===== src/rtl/rpn_pkg.sv =====
// Shared opcode encodings, FSM states and sizing helpers for the RPN operand stack.
package rpn_pkg;

    localparam logic [2:0] OP_NOP   = 3'd0;
    localparam logic [2:0] OP_PUSH  = 3'd1;
    localparam logic [2:0] OP_POP   = 3'd2;
    localparam logic [2:0] OP_DUP   = 3'd3;
    localparam logic [2:0] OP_SWAP  = 3'd4;
    localparam logic [2:0] OP_ADD   = 3'd5;
    localparam logic [2:0] OP_SUB   = 3'd6;
    localparam logic [2:0] OP_CLEAR = 3'd7;

    typedef enum logic {
        S_IDLE = 1'b0,
        S_EXEC = 1'b1
    } state_t;

    // A single-entry RAM still needs a one-bit address.
    function automatic int unsigned addr_bits(input int unsigned n);
        return (n <= 1) ? 1 : $clog2(n);
    endfunction

endpackage


===== src/rtl/stack_ram.sv =====
// Operand storage below TOS: one write port, one registered read port, no reset.
module stack_ram #(
    parameter int unsigned WIDTH   = 8,
    parameter int unsigned ENTRIES = 15,
    parameter int unsigned AW      = 4
) (
    input  logic             clk,
    input  logic             we,
    input  logic [AW-1:0]    waddr,
    input  logic [WIDTH-1:0] wdata,
    input  logic             re,
    input  logic [AW-1:0]    raddr,
    output logic [WIDTH-1:0] rdata
);

    logic [WIDTH-1:0] mem_q [ENTRIES];
    logic [WIDTH-1:0] rdata_q;

    always_ff @(posedge clk) begin
        if (we) mem_q[waddr] <= wdata;
        if (re) rdata_q <= mem_q[raddr];
    end

    assign rdata = rdata_q;

endmodule


===== src/rtl/rpn_stack_unit.sv =====
// RPN operand-stack engine: TOS register over a synchronous-read RAM, one opcode per handshake.
module rpn_stack_unit
    import rpn_pkg::*;
#(
    parameter int unsigned WIDTH = 8,
    parameter int unsigned DEPTH = 16
) (
    input  logic                       CLOCK_50,
    input  logic                       RESET_N,
    input  logic                       op_valid,
    input  logic [2:0]                 op,
    input  logic [WIDTH-1:0]           din,
    output logic                       op_ready,
    output logic                       done,
    output logic [WIDTH-1:0]           tos,
    output logic [$clog2(DEPTH+1)-1:0] depth,
    output logic                       empty,
    output logic                       full,
    output logic                       carry,
    output logic                       ovf_err,
    output logic                       unf_err
);

    localparam int unsigned DW = $clog2(DEPTH+1);
    localparam int unsigned AW = addr_bits(DEPTH-1);
    localparam logic [DW-1:0] DEPTH_MAX = DW'(DEPTH);

    state_t           state_q, state_d;
    logic [2:0]       op_q, op_d;
    logic [WIDTH-1:0] tos_q, tos_d;
    logic [DW-1:0]    depth_q, depth_d;
    logic             carry_q, carry_d;
    logic             ovf_q, ovf_d;
    logic             unf_q, unf_d;
    logic             done_q, done_d;

    logic             ram_we, ram_re;
    logic [AW-1:0]    ram_waddr, ram_raddr;
    logic [WIDTH-1:0] ram_rdata;
    logic [DW-1:0]    depth_m1, depth_m2;
    logic             is_empty, is_full;

    stack_ram #(
        .WIDTH  (WIDTH),
        .ENTRIES(DEPTH-1),
        .AW     (AW)
    ) u_ram (
        .clk  (CLOCK_50),
        .we   (ram_we),
        .waddr(ram_waddr),
        .wdata(tos_q),
        .re   (ram_re),
        .raddr(ram_raddr),
        .rdata(ram_rdata)
    );

    assign depth_m1 = depth_q - DW'(1);
    assign depth_m2 = depth_q - DW'(2);
    assign is_empty = (depth_q == '0);
    assign is_full  = (depth_q == DEPTH_MAX);

    always_comb begin
        state_d   = state_q;
        op_d      = op_q;
        tos_d     = tos_q;
        depth_d   = depth_q;
        carry_d   = carry_q;
        ovf_d     = ovf_q;
        unf_d     = unf_q;
        done_d    = 1'b0;
        ram_we    = 1'b0;
        ram_waddr = '0;
        ram_re    = 1'b0;
        ram_raddr = '0;

        case (state_q)
            S_IDLE: begin
                if (op_valid) begin
                    done_d = 1'b1;
                    case (op)
                        OP_PUSH: begin
                            if (is_full) begin
                                ovf_d = 1'b1;
                            end else begin
                                if (!is_empty) begin
                                    ram_we    = 1'b1;
                                    ram_waddr = AW'(depth_m1);
                                end
                                tos_d   = din;
                                depth_d = depth_q + DW'(1);
                            end
                        end
                        OP_DUP: begin
                            if (is_empty) begin
                                unf_d = 1'b1;
                            end else if (is_full) begin
                                ovf_d = 1'b1;
                            end else begin
                                ram_we    = 1'b1;
                                ram_waddr = AW'(depth_m1);
                                depth_d   = depth_q + DW'(1);
                            end
                        end
                        OP_CLEAR: begin
                            tos_d   = '0;
                            depth_d = '0;
                            carry_d = 1'b0;
                            ovf_d   = 1'b0;
                            unf_d   = 1'b0;
                        end
                        OP_POP, OP_SWAP, OP_ADD, OP_SUB: begin
                            if (depth_q < ((op == OP_POP) ? DW'(1) : DW'(2))) begin
                                unf_d = 1'b1;
                            end else begin
                                done_d  = 1'b0;
                                state_d = S_EXEC;
                                op_d    = op;
                                // A POP of the last entry has nothing below TOS to fetch.
                                if (depth_q >= DW'(2)) begin
                                    ram_re    = 1'b1;
                                    ram_raddr = AW'(depth_m2);
                                end
                            end
                        end
                        default: ;
                    endcase
                end
            end
            S_EXEC: begin
                done_d  = 1'b1;
                state_d = S_IDLE;
                case (op_q)
                    OP_POP: begin
                        tos_d   = (depth_q == DW'(1)) ? '0 : ram_rdata;
                        depth_d = depth_m1;
                    end
                    OP_SWAP: begin
                        ram_we    = 1'b1;
                        ram_waddr = AW'(depth_m2);
                        tos_d     = ram_rdata;
                    end
                    OP_ADD: begin
                        {carry_d, tos_d} = {1'b0, ram_rdata} + {1'b0, tos_q};
                        depth_d          = depth_m1;
                    end
                    OP_SUB: begin
                        tos_d   = ram_rdata - tos_q;
                        carry_d = (ram_rdata < tos_q);
                        depth_d = depth_m1;
                    end
                    default: ;
                endcase
            end
            default: state_d = S_IDLE;
        endcase
    end

    always_ff @(posedge CLOCK_50 or negedge RESET_N) begin
        if (!RESET_N) begin
            state_q <= S_IDLE;
            op_q    <= OP_NOP;
            tos_q   <= '0;
            depth_q <= '0;
            carry_q <= 1'b0;
            ovf_q   <= 1'b0;
            unf_q   <= 1'b0;
            done_q  <= 1'b0;
        end else begin
            state_q <= state_d;
            op_q    <= op_d;
            tos_q   <= tos_d;
            depth_q <= depth_d;
            carry_q <= carry_d;
            ovf_q   <= ovf_d;
            unf_q   <= unf_d;
            done_q  <= done_d;
        end
    end

    assign op_ready = (state_q == S_IDLE);
    assign done     = done_q;
    assign tos      = tos_q;
    assign depth    = depth_q;
    assign empty    = is_empty;
    assign full     = is_full;
    assign carry    = carry_q;
    assign ovf_err  = ovf_q;
    assign unf_err  = unf_q;

endmodule


===== config.mk =====
export PLATFORM = sky130hd
export DESIGN_NAME = rpn_stack_unit
export DESIGN_NICKNAME = d
export VERILOG_FILES = /design/src/rtl/rpn_pkg.sv /design/src/rtl/stack_ram.sv /design/src/rtl/rpn_stack_unit.sv
export SDC_FILE = /design/constraint.sdc
export NUM_CORES = 1
export LEC_CHECK = 0
export CAP_MARGIN = 10
export CORE_UTILIZATION = 43
export CTS_BUF_LIST = sky130_fd_sc_hd__clkbuf_4
export DETAILED_ROUTE_END_ITERATION = 10
export PLACE_DENSITY_LB_ADDON = 0.08
export SYNTH_ARGS = -nofsm -noshare
export SYNTH_HDL_FRONTEND = slang
export SYNTH_SLANG_ARGS = --single-unit

===== constraint.sdc =====
create_clock -name CLOCK_50 -period 3.45 [get_ports CLOCK_50]
set_input_delay 0.8625 -clock CLOCK_50 [delete_from_list [all_inputs] [get_ports CLOCK_50]]
set_output_delay 0.8625 -clock CLOCK_50 [all_outputs]
set_load 0.01 [all_outputs]

==> run_1/wire_density.png <==
The die is cut into 27 by 27 equal tiles; dark blue is low, red is high, scaled to the fullest tile. Values are wire area over tile area, all layers added.
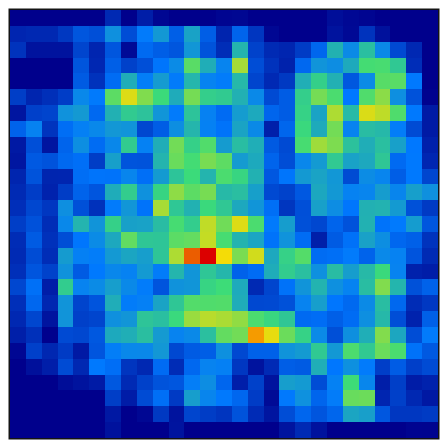
emptiest ninth of the die = south-west
densest ninth of the die = centre
nearly empty tiles = 12%
mean over tiles = 0.18
tiles over half the peak = 9.9%
fullest tile = 0.73
global router's overall resource usage: 24.2%
detail-routed net length per standard cell: 21.9 um
final routed wirelength across all metal layers: 20,700 um

==> run_1/drive_strength.png <==
Scale bar: 50 um.
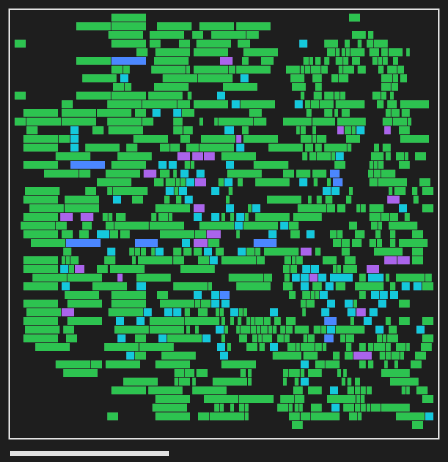
cyan -> drive 3 to 4  # cells 99
purple -> drive 2  # cells 25
blue -> drive 6 and up  # cells 10
green -> drive 1 or less  # cells 581
post-layout instance area: 8850 um2
nonclk buf count: 110

==> run_1/final_placement.png <==
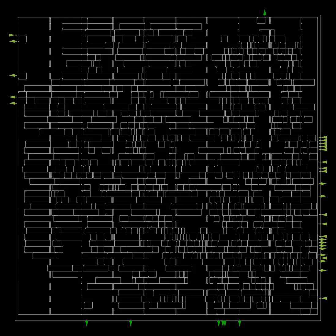
Core Box Area: 17,200 um2
final core utilization: 51.5%
fill cell total of the finished layout: 1,526

==> run_1/registers.png <==
Scale bar: 50 um. Other sequential cells in the stronger grey, the rest of the logic in the fainter grey.
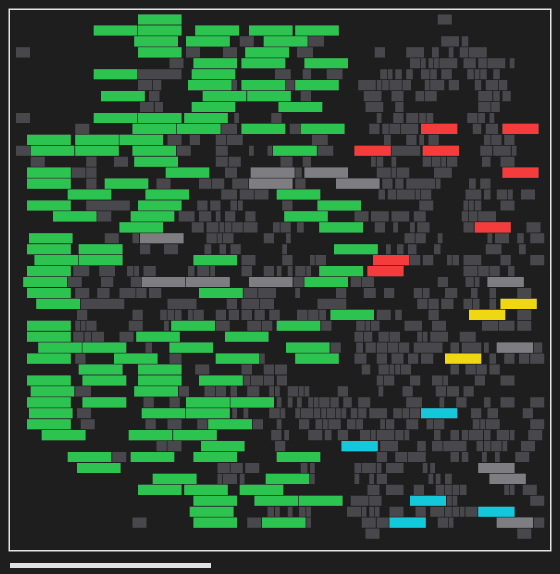
green -> u_ram.mem_q  # placed flops 120
cyan -> depth  # placed flops 5, where south-east
yellow -> op_q  # placed flops 3
red -> tos  # placed flops 8
not coloured = 13

==> results.json, run 1 <==
{
  "status": "finished clean",
  "globalRouteMet2Util_pct": 41.0,
  "largest_class": "registers",
  "dieHeight_um": 134,
  "worst_setup_path_start_kind": "register",
  "n_all_inverters": 21,
  "chip_area_um2": 18000,
  "place_area_um2": 8530,
  "routed.top_layer": "met4",
  "rsz0062_at_grt": "no",
  "grt_pass1_vias": 5371,
  "clock_tree.buffer_depth": 2,
  "detail_route.iter0.violations": 448,
  "first_pass_grt_wire_length_um": 31600,
  "aggregate_global_routing_overflow": 0,
  "signal_buffer_area_fraction_pct": 10.5,
  "synth_area_um2": 7530,
  "cts-buffers-inserted": 17,
  "post-route-worst-setup-slack_ns": 0.205,
  "power.ir.vdd_worst_mv": 0.391,
  "area_delta_synth_final_pct": 17.6,
  "cp_max_stage_delay_ns": 0.61,
  "area_of_combinational_cells_with_multiple_inputs_um2": 2880,
  "dp_cells": 909,
  "portBuffers": 33,
  "cts.htree.levels": 4,
  "maxSlewViolCount": 0,
  "dpl.hpwl_um": 14700,
  "internal_power_mw": 4.08,
  "placer_s_final_routability_congestion_estimate": 0.899,
  "end_kind": "output pin",
  "met2RoutedLength_um": 9960,
  "drv_cap": 0,
  "worst-path-buf-inv": 2,
  "multi_input_gate_share_of_the_layout_cell_area_pct": 32.5,
  "swShare_pct": 38.9,
  "root_buffer": "sky130_fd_sc_hd__clkbuf_4",
  "min_delay_worst_type": "reg -> reg",
  "n_sequential_cell": 149,
  "tightest_slew_ns": 0.856,
  "leakage_power_nw": 3.34,
  "worstPathMaxFanout": 7,
  "synth-cells-yosys": 607,
  "edf_count": 128,
  "sw_pwr_mw": 2.60,
  "synth.yosys.chip_area_um2": 7530,
  "synthFlopType": "sky130_fd_sc_hd__edfxtp_1",
  "cts_sinks": 149,
  "floorplanUtilization_pct": 43.8,
  "multi_input_comb_cells": 404,
  "fmax_mhz": 308,
  "post-route-period-util_pct": 94.0,
  "timing_hold_violations_final": 0,
  "synth.largest_area_cell": "sky130_fd_sc_hd__edfxtp_1",
  "vias": 5413,
  "first_pass_iters": 4,
  "hold-worst-slack_ns": 0.523,
  "post-layout-total-power_mw": 6.68,
  "synth_top_area_share_pct": 51.1,
  "combinationalPowerShare_pct": 42.5,
  "num-clock-buffers": 18,
  "post_route_cells_drive_above_1_share_pct": 18.7,
  "use_met3_pct": 4.91,
  "postSynthAreaPerCell_um2": 12.4,
  "share_clk_of_total_power_pct": 17.8,
  "crit_path_cell_trace": "inv_1 -> ha_1 -> nor4bb_2 -> clkdlybuf4s50_1",
  "wl_met3_um": 1130,
  "detail_route.drc_violations": 0,
  "asyncSetResetFlopFracSynth_pct": 14.1
}
-- run 1: Yosys cell counts, types with 5 or more instances --
| cell | instances |
|---|---|
| sky130_fd_sc_hd__buf_6 | 6 |
| sky130_fd_sc_hd__o22ai_1 | 7 |
| sky130_fd_sc_hd__nand3_1 | 9 |
| sky130_fd_sc_hd__nand2_1 | 47 |
| sky130_fd_sc_hd__edfxtp_1 | 128 |
| sky130_fd_sc_hd__a211o_1 | 5 |
| sky130_fd_sc_hd__nor2_1 | 43 |
| sky130_fd_sc_hd__nor2b_1 | 8 |
| sky130_fd_sc_hd__mux2_1 | 7 |
| sky130_fd_sc_hd__o211ai_1 | 8 |
| sky130_fd_sc_hd__o221ai_1 | 7 |
| sky130_fd_sc_hd__mux2i_1 | 33 |
| sky130_fd_sc_hd__o31ai_1 | 5 |
| sky130_fd_sc_hd__a22oi_1 | 5 |
| sky130_fd_sc_hd__dfrtp_1 | 21 |
| sky130_fd_sc_hd__nor3_1 | 12 |
| sky130_fd_sc_hd__nand2b_1 | 6 |
| sky130_fd_sc_hd__a211oi_1 | 8 |
| sky130_fd_sc_hd__or3_1 | 6 |
| sky130_fd_sc_hd__buf_2 | 6 |
| sky130_fd_sc_hd__a21oi_1 | 37 |
| sky130_fd_sc_hd__o21ai_0 | 19 |
| sky130_fd_sc_hd__clkbuf_1 | 16 |
| sky130_fd_sc_hd__inv_1 | 20 |
| sky130_fd_sc_hd__a31oi_1 | 7 |
| sky130_fd_sc_hd__ha_1 | 25 |
| sky130_fd_sc_hd__mux2_2 | 9 |
-- run 1: sequential cells by signal (all words and copies together) (netlist names) --
register,flops
state_q,1
depth,5
op_q,3
tos,8
carry,1
done,1
u_ram.mem_q,120
u_ram.rdata,8
ovf_err,1
unf_err,1
-- run 1: cell families (layout without fill, tap and decap cells) --
group,Yosys count,count (layout),share of synthesized area [%]
buffers and inverters,54,162,3.82
AND-OR/OR-AND,159,159,15.0
flip-flops,149,149,58.1
adder cells (fa/ha/maj),27,27,4.69
other,0,1,0
multiplexers,49,49,6.78
AND/OR/NAND/NOR,165,165,11.2
XOR/XNOR,4,4,0.466
-- run 1: power groups by stage --
stage | sequential [mW] | clock (mW) | combinational, mW
6_report | 2.65 | 1.19 | 2.84
5_1_grt | 2.68 | 1.28 | 3.11
4_1_cts | 2.65 | 1.21 | 2.83
3_3_place_gp | 2.69 | 0 | 2.78
3_5_place_dp | 2.69 | 0 | 2.82
2_1_floorplan | 2.73 | 0 | 1.62
-- run 1: metrics by stage --
stage / TNS, ns / util [%]
3_5_place_dp: -2.21 / 49.7
6_report: 0 / 51.5
4_1_cts: 0 / 51.5
3_3_place_gp: -2.11 / 49.7
5_1_grt: 0 / 51.5
2_1_floorplan: 0 / -
-- run 1: worst paths after layout --
path / startpoint / end / cells after the start
max: depth[0] / full / 4
min: unf_err / unf_err / 1
max reg2reg: depth[1] / u_ram.rdata[0] / 10
min reg2reg: unf_err / unf_err / 1
max in group asynchronous: RESET_N / state_q / 2
min in group asynchronous: RESET_N / done / 2
-- run 1: repair_timing --
item,4_1_cts,5_1_grt
gates resized,0,1
hold buffers,0,0
setup endpoints to repair,0,1
==> run_1/clock_map.png <==
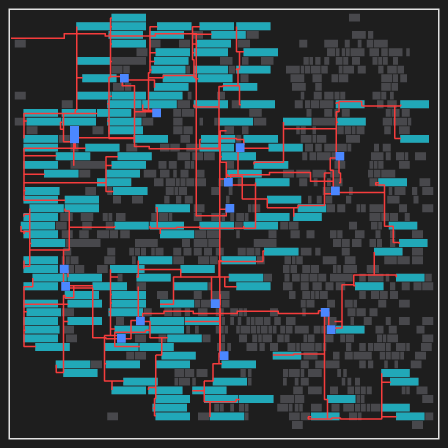

==> inputs of run 2 (changes only) <==
--- a/config.mk
+++ b/config.mk
@@ -9,6 +9,7 @@
 export CORE_UTILIZATION = 43
 export CTS_BUF_LIST = sky130_fd_sc_hd__clkbuf_4
 export DETAILED_ROUTE_END_ITERATION = 10
+export DONT_BUFFER_PORTS = 1
 export PLACE_DENSITY_LB_ADDON = 0.08
 export SYNTH_ARGS = -nofsm -noshare
 export SYNTH_HDL_FRONTEND = slang
==> run_2/clock_map.png <==
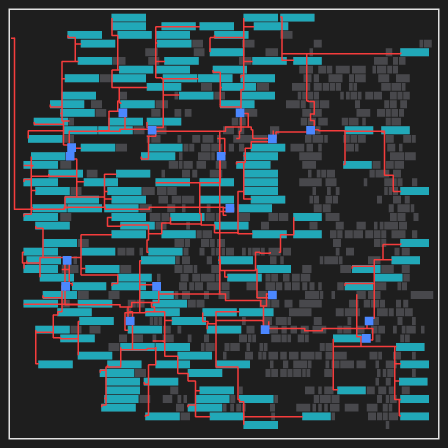
cyan -> flip-flops  # count 149
blue -> cells driving clock nets  # count 17
red -> clock wires  # length 1,810 um
routed clock nets = 18
Layout Skew: 0.0405 ns
clock network fraction of total power: 16.5%

==> run_2/registers.png <==
Scale bar: 50 um. Other sequential cells in the stronger grey, the rest of the logic in the fainter grey.
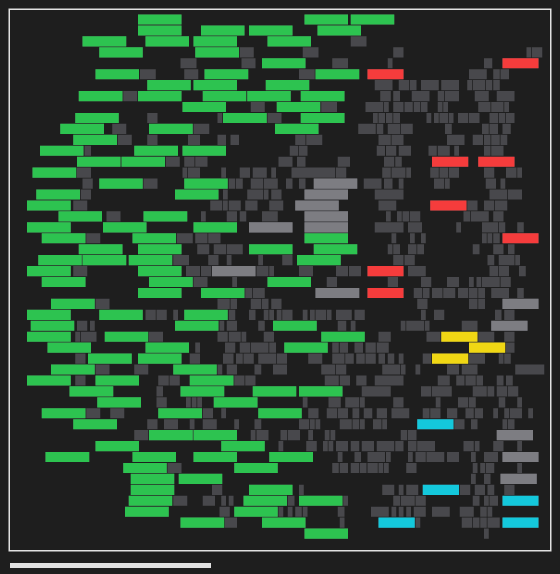
final core utilization: 47.8%
reported sequential group power: 2.61 mW
FF/Latch Area: 4370 um2
Seq/total area: 53.2%

==> run 2 against run 1 <==
Against the previous run:
- synthesized cell count unchanged
- cell count is 6.8% lower
- clock skew increased by 0.022 ns
- global-route usage is 0.67 points lower
- combinational power fell by 7.4%
- non-clock buffer count down 66
- via count shrank 4.1%
- core utilization fell by 3.7 points
- design area decreased by 7.2%
==> results.json, run 2 <==
{
  "vias": 5191,
  "edf_count": 128,
  "global_route.usage.total_pct": 23.6,
  "detail_route.drc_violations": 0,
  "log.warning_count": 40,
  "period_minus_slack_ns": 3.01,
  "route.final.wire_length_um": 20300,
  "tritoncts": "done",
  "cts_sinks": 149,
  "globalRouteMet2Util_pct": 38.6,
  "area_delta_synth_final_pct": 9.16,
  "maxSlewViolCount": 0,
  "end_kind": "register",
  "use_met3_pct": 4.76,
  "status": "finished clean",
  "post_drt_wl_per_cell_um": 23.2,
  "first_pass_grt_wire_length_um": 31100,
  "worstReg2RegEnd": "u_ram.rdata[0]",
  "timing_hold_violations_final": 0,
  "lay_top_cells": "sky130_fd_sc_hd__edfxtp_1 (128), sky130_fd_sc_hd__nand2_1 (47), sky130_fd_sc_hd__nor2_1 (43), sky130_fd_sc_hd__buf_4 (42), sky130_fd_sc_hd__a21oi_1 (37)",
  "fillCellCount": 1577,
  "asyncSetResetFlopFracSynth_pct": 14.1,
  "critical_path_required_ns": 3.72,
  "power.ir.vdd_worst_mv": 0.332,
  "post-route-period-util_pct": 87.3,
  "post_layout_nonfiller_instances": 877,
  "portBuffers": 0,
  "sw_pwr_mw": 2.57,
  "synth-cells-yosys": 607,
  "min_delay_worst_type": "in -> async",
  "synth_xor_xnor_area_share_pct": 0.466,
  "hold-worst-slack_ns": 0.0889,
  "synth_top_area_share_pct": 51.1,
  "combinationalPowerShare_pct": 41.9,
  "synth.lib_cells_used.distinct": 74,
  "post_route_cells_drive_above_1_share_pct": 14.9,
  "aggregate_global_routing_overflow": 0,
  "fmax_mhz": 332,
  "synthSimpleGateAreaFrac_pct": 11.2,
  "place_area_um2": 7940,
  "busiest_layer": "met2",
  "yosys.area_share.aoi_pct": 15.0,
  "grt_pass1_vias": 5183,
  "synth.mux.area_fraction_pct": 6.78,
  "clock_tree.buffer_depth": 2,
  "most_common_cell": "sky130_fd_sc_hd__edfxtp_1",
  "root_buffer": "sky130_fd_sc_hd__clkbuf_4",
  "cts.htree.levels": 4,
  "dieHeight_um": 134,
  "first_pass_iters": 6,
  "synth.top_cells.by_count": "sky130_fd_sc_hd__edfxtp_1 (128), sky130_fd_sc_hd__nand2_1 (47), sky130_fd_sc_hd__nor2_1 (43), sky130_fd_sc_hd__a21oi_1 (37), sky130_fd_sc_hd__mux2i_1 (33)",
  "regToRegStartpoint": "depth[2]",
  "worstPathMaxFanout": 45,
  "startpoint": "depth[2]",
  "drv_cap": 0,
  "numSynthFlops": 149,
  "placer_s_final_routability_congestion_estimate": 0.917,
  "synth_area_um2": 7530,
  "swShare_pct": 41.0,
  "maximum_number_of_pins_on_one_net_before_global_route_repair": 46,
  "worst_setup_path_start_kind": "register",
  "worstSetupPathType": "reg -> reg",
  "tightest_slew_ns": 1.06,
  "die.size.x_um": 134,
  "power_frac_seq_pct": 41.6,
  "placeableCoreArea_um2": 17200,
  "netlist_logic_family_top": "AND-OR/OR-AND gates",
  "synth_adder_area_share_pct": 4.69,
  "stdcell_area_um2": 8220,
  "rsz0062_at_grt": "no",
  "floorplanUtilization_pct": 43.8,
  "dp_cells": 842,
  "internal_power_mw": 3.70,
  "detail_route.iter0.violations": 415,
  "grt_use_met1_pct": 31.3,
  "leakage_power_nw": 3.03,
  "cts_resized": 0,
  "synth.largest_area_cell": "sky130_fd_sc_hd__edfxtp_1",
  "cts-buffers-inserted": 17,
  "postSynthAreaPerCell_um2": 12.4,
  "synth_cells": 607,
  "fin_setup_tns_ns": 0,
  "synth.yosys.chip_area_um2": 7530,
  "chip_area_um2": 18000,
  "reg2reg_depth": 10,
  "synthFlopType": "sky130_fd_sc_hd__edfxtp_1",
  "dpl.hpwl_um": 14100,
  "top_register": "u_ram.mem_q",
  "largest_reg_flops": 120
}
-- run 2: netlist changes by cell type in the layout (fill, tap and decap cells not counted), sizes merged, moves of 2 or more --
cell | before | now
buf | 77 | 44
bufinv | 3 | 1
clkdlybuf4s50 | 33 | 0
clkinv | 5 | 7
-- run 2: what timing repair did --
| action | 4_1_cts | 5_1_grt |
|---|---|---|
| hold buffers | 1 | 0 |
| hold endpoints to repair | 21 | 0 |
| buffers inserted | 0 | 0 |
-- run 2: final cells by class --
cell class	instances	area, um2	area share [%]
Sequential cell	149	4370	53.2
Antenna cell	2	5.00	0.0609
Multi-Input combinational cell	404	2870	34.9
Timing Repair Buffer	44	355	4.33
Tap cell	225	282	3.43
Clock buffer	17	128	1.55
Clock inverter	15	128	1.55
Inverter	21	78.8	0.959
-- run 2: cells by family after synthesis --
kind of cell / after synthesis
xor gates and xnor gates: 4
adders and majority gates: 27
DFF: 149
and+or+nand+nor: 165
buffers and inverters: 54
AOI/OAI and AO/OA: 159
muxes: 49
-- run 2: metrics by stage --
stage,power [mW],setup WS (ns),util (%)
after floorplan,4.35,0.258,-
after global placement,5.19,0.163,46.2
after detailed placement,5.25,0.124,46.2
after CTS,6.29,0.431,47.8
after global routing,6.62,0.255,47.8
final,6.27,0.438,47.8
-- run 2: how the worst max path moves through the flow --
stage | endpoint | slack, ns | cells after the start
after detailed placement | u_ram.rdata[0] | 0.12 | 9
after global routing | u_ram.mem_q[0][3] | 0.25 | 8
after global placement | u_ram.rdata[0] | 0.16 | 9
final | u_ram.rdata[0] | 0.44 | 10
after floorplan | u_ram.mem_q[11][0] | 0.26 | 10
after CTS | u_ram.mem_q[0][3] | 0.43 | 8
-- run 2: worst max-delay path, cell delays in order, from the launching register on --
cell                       delay (ns)
sky130_fd_sc_hd__dfrtp_1         0.52
sky130_fd_sc_hd__inv_1           0.11
sky130_fd_sc_hd__ha_1            0.26
sky130_fd_sc_hd__nand2b_1        0.10
sky130_fd_sc_hd__nor3_1          0.05
sky130_fd_sc_hd__buf_4           0.16
sky130_fd_sc_hd__or3_2           0.48
sky130_fd_sc_hd__buf_12          0.21
sky130_fd_sc_hd__o311a_1         0.33
sky130_fd_sc_hd__a211oi_1        0.45
sky130_fd_sc_hd__nor3_2          0.07
-- run 2: layer usage --
layer / share of wire [%] / vias to the layer above
met3: 5.0 / 34
li1: - / 2388
met2: 48 / 165
met4: 2.2 / 0
met5: 0 / -
met1: 45 / 2604
-- run 2: power by group through the flow --
stage / registers [mW] / clock network [mW] / logic, mW
after global routing: 2.64 / 1.13 / 2.86
after floorplan: 2.73 / 0 / 1.62
after detailed placement: 2.65 / 0 / 2.60
after CTS: 2.61 / 1.06 / 2.62
final: 2.61 / 1.03 / 2.63
after global placement: 2.65 / 0 / 2.54
Power is estimated from default activity; no workload was simulated.
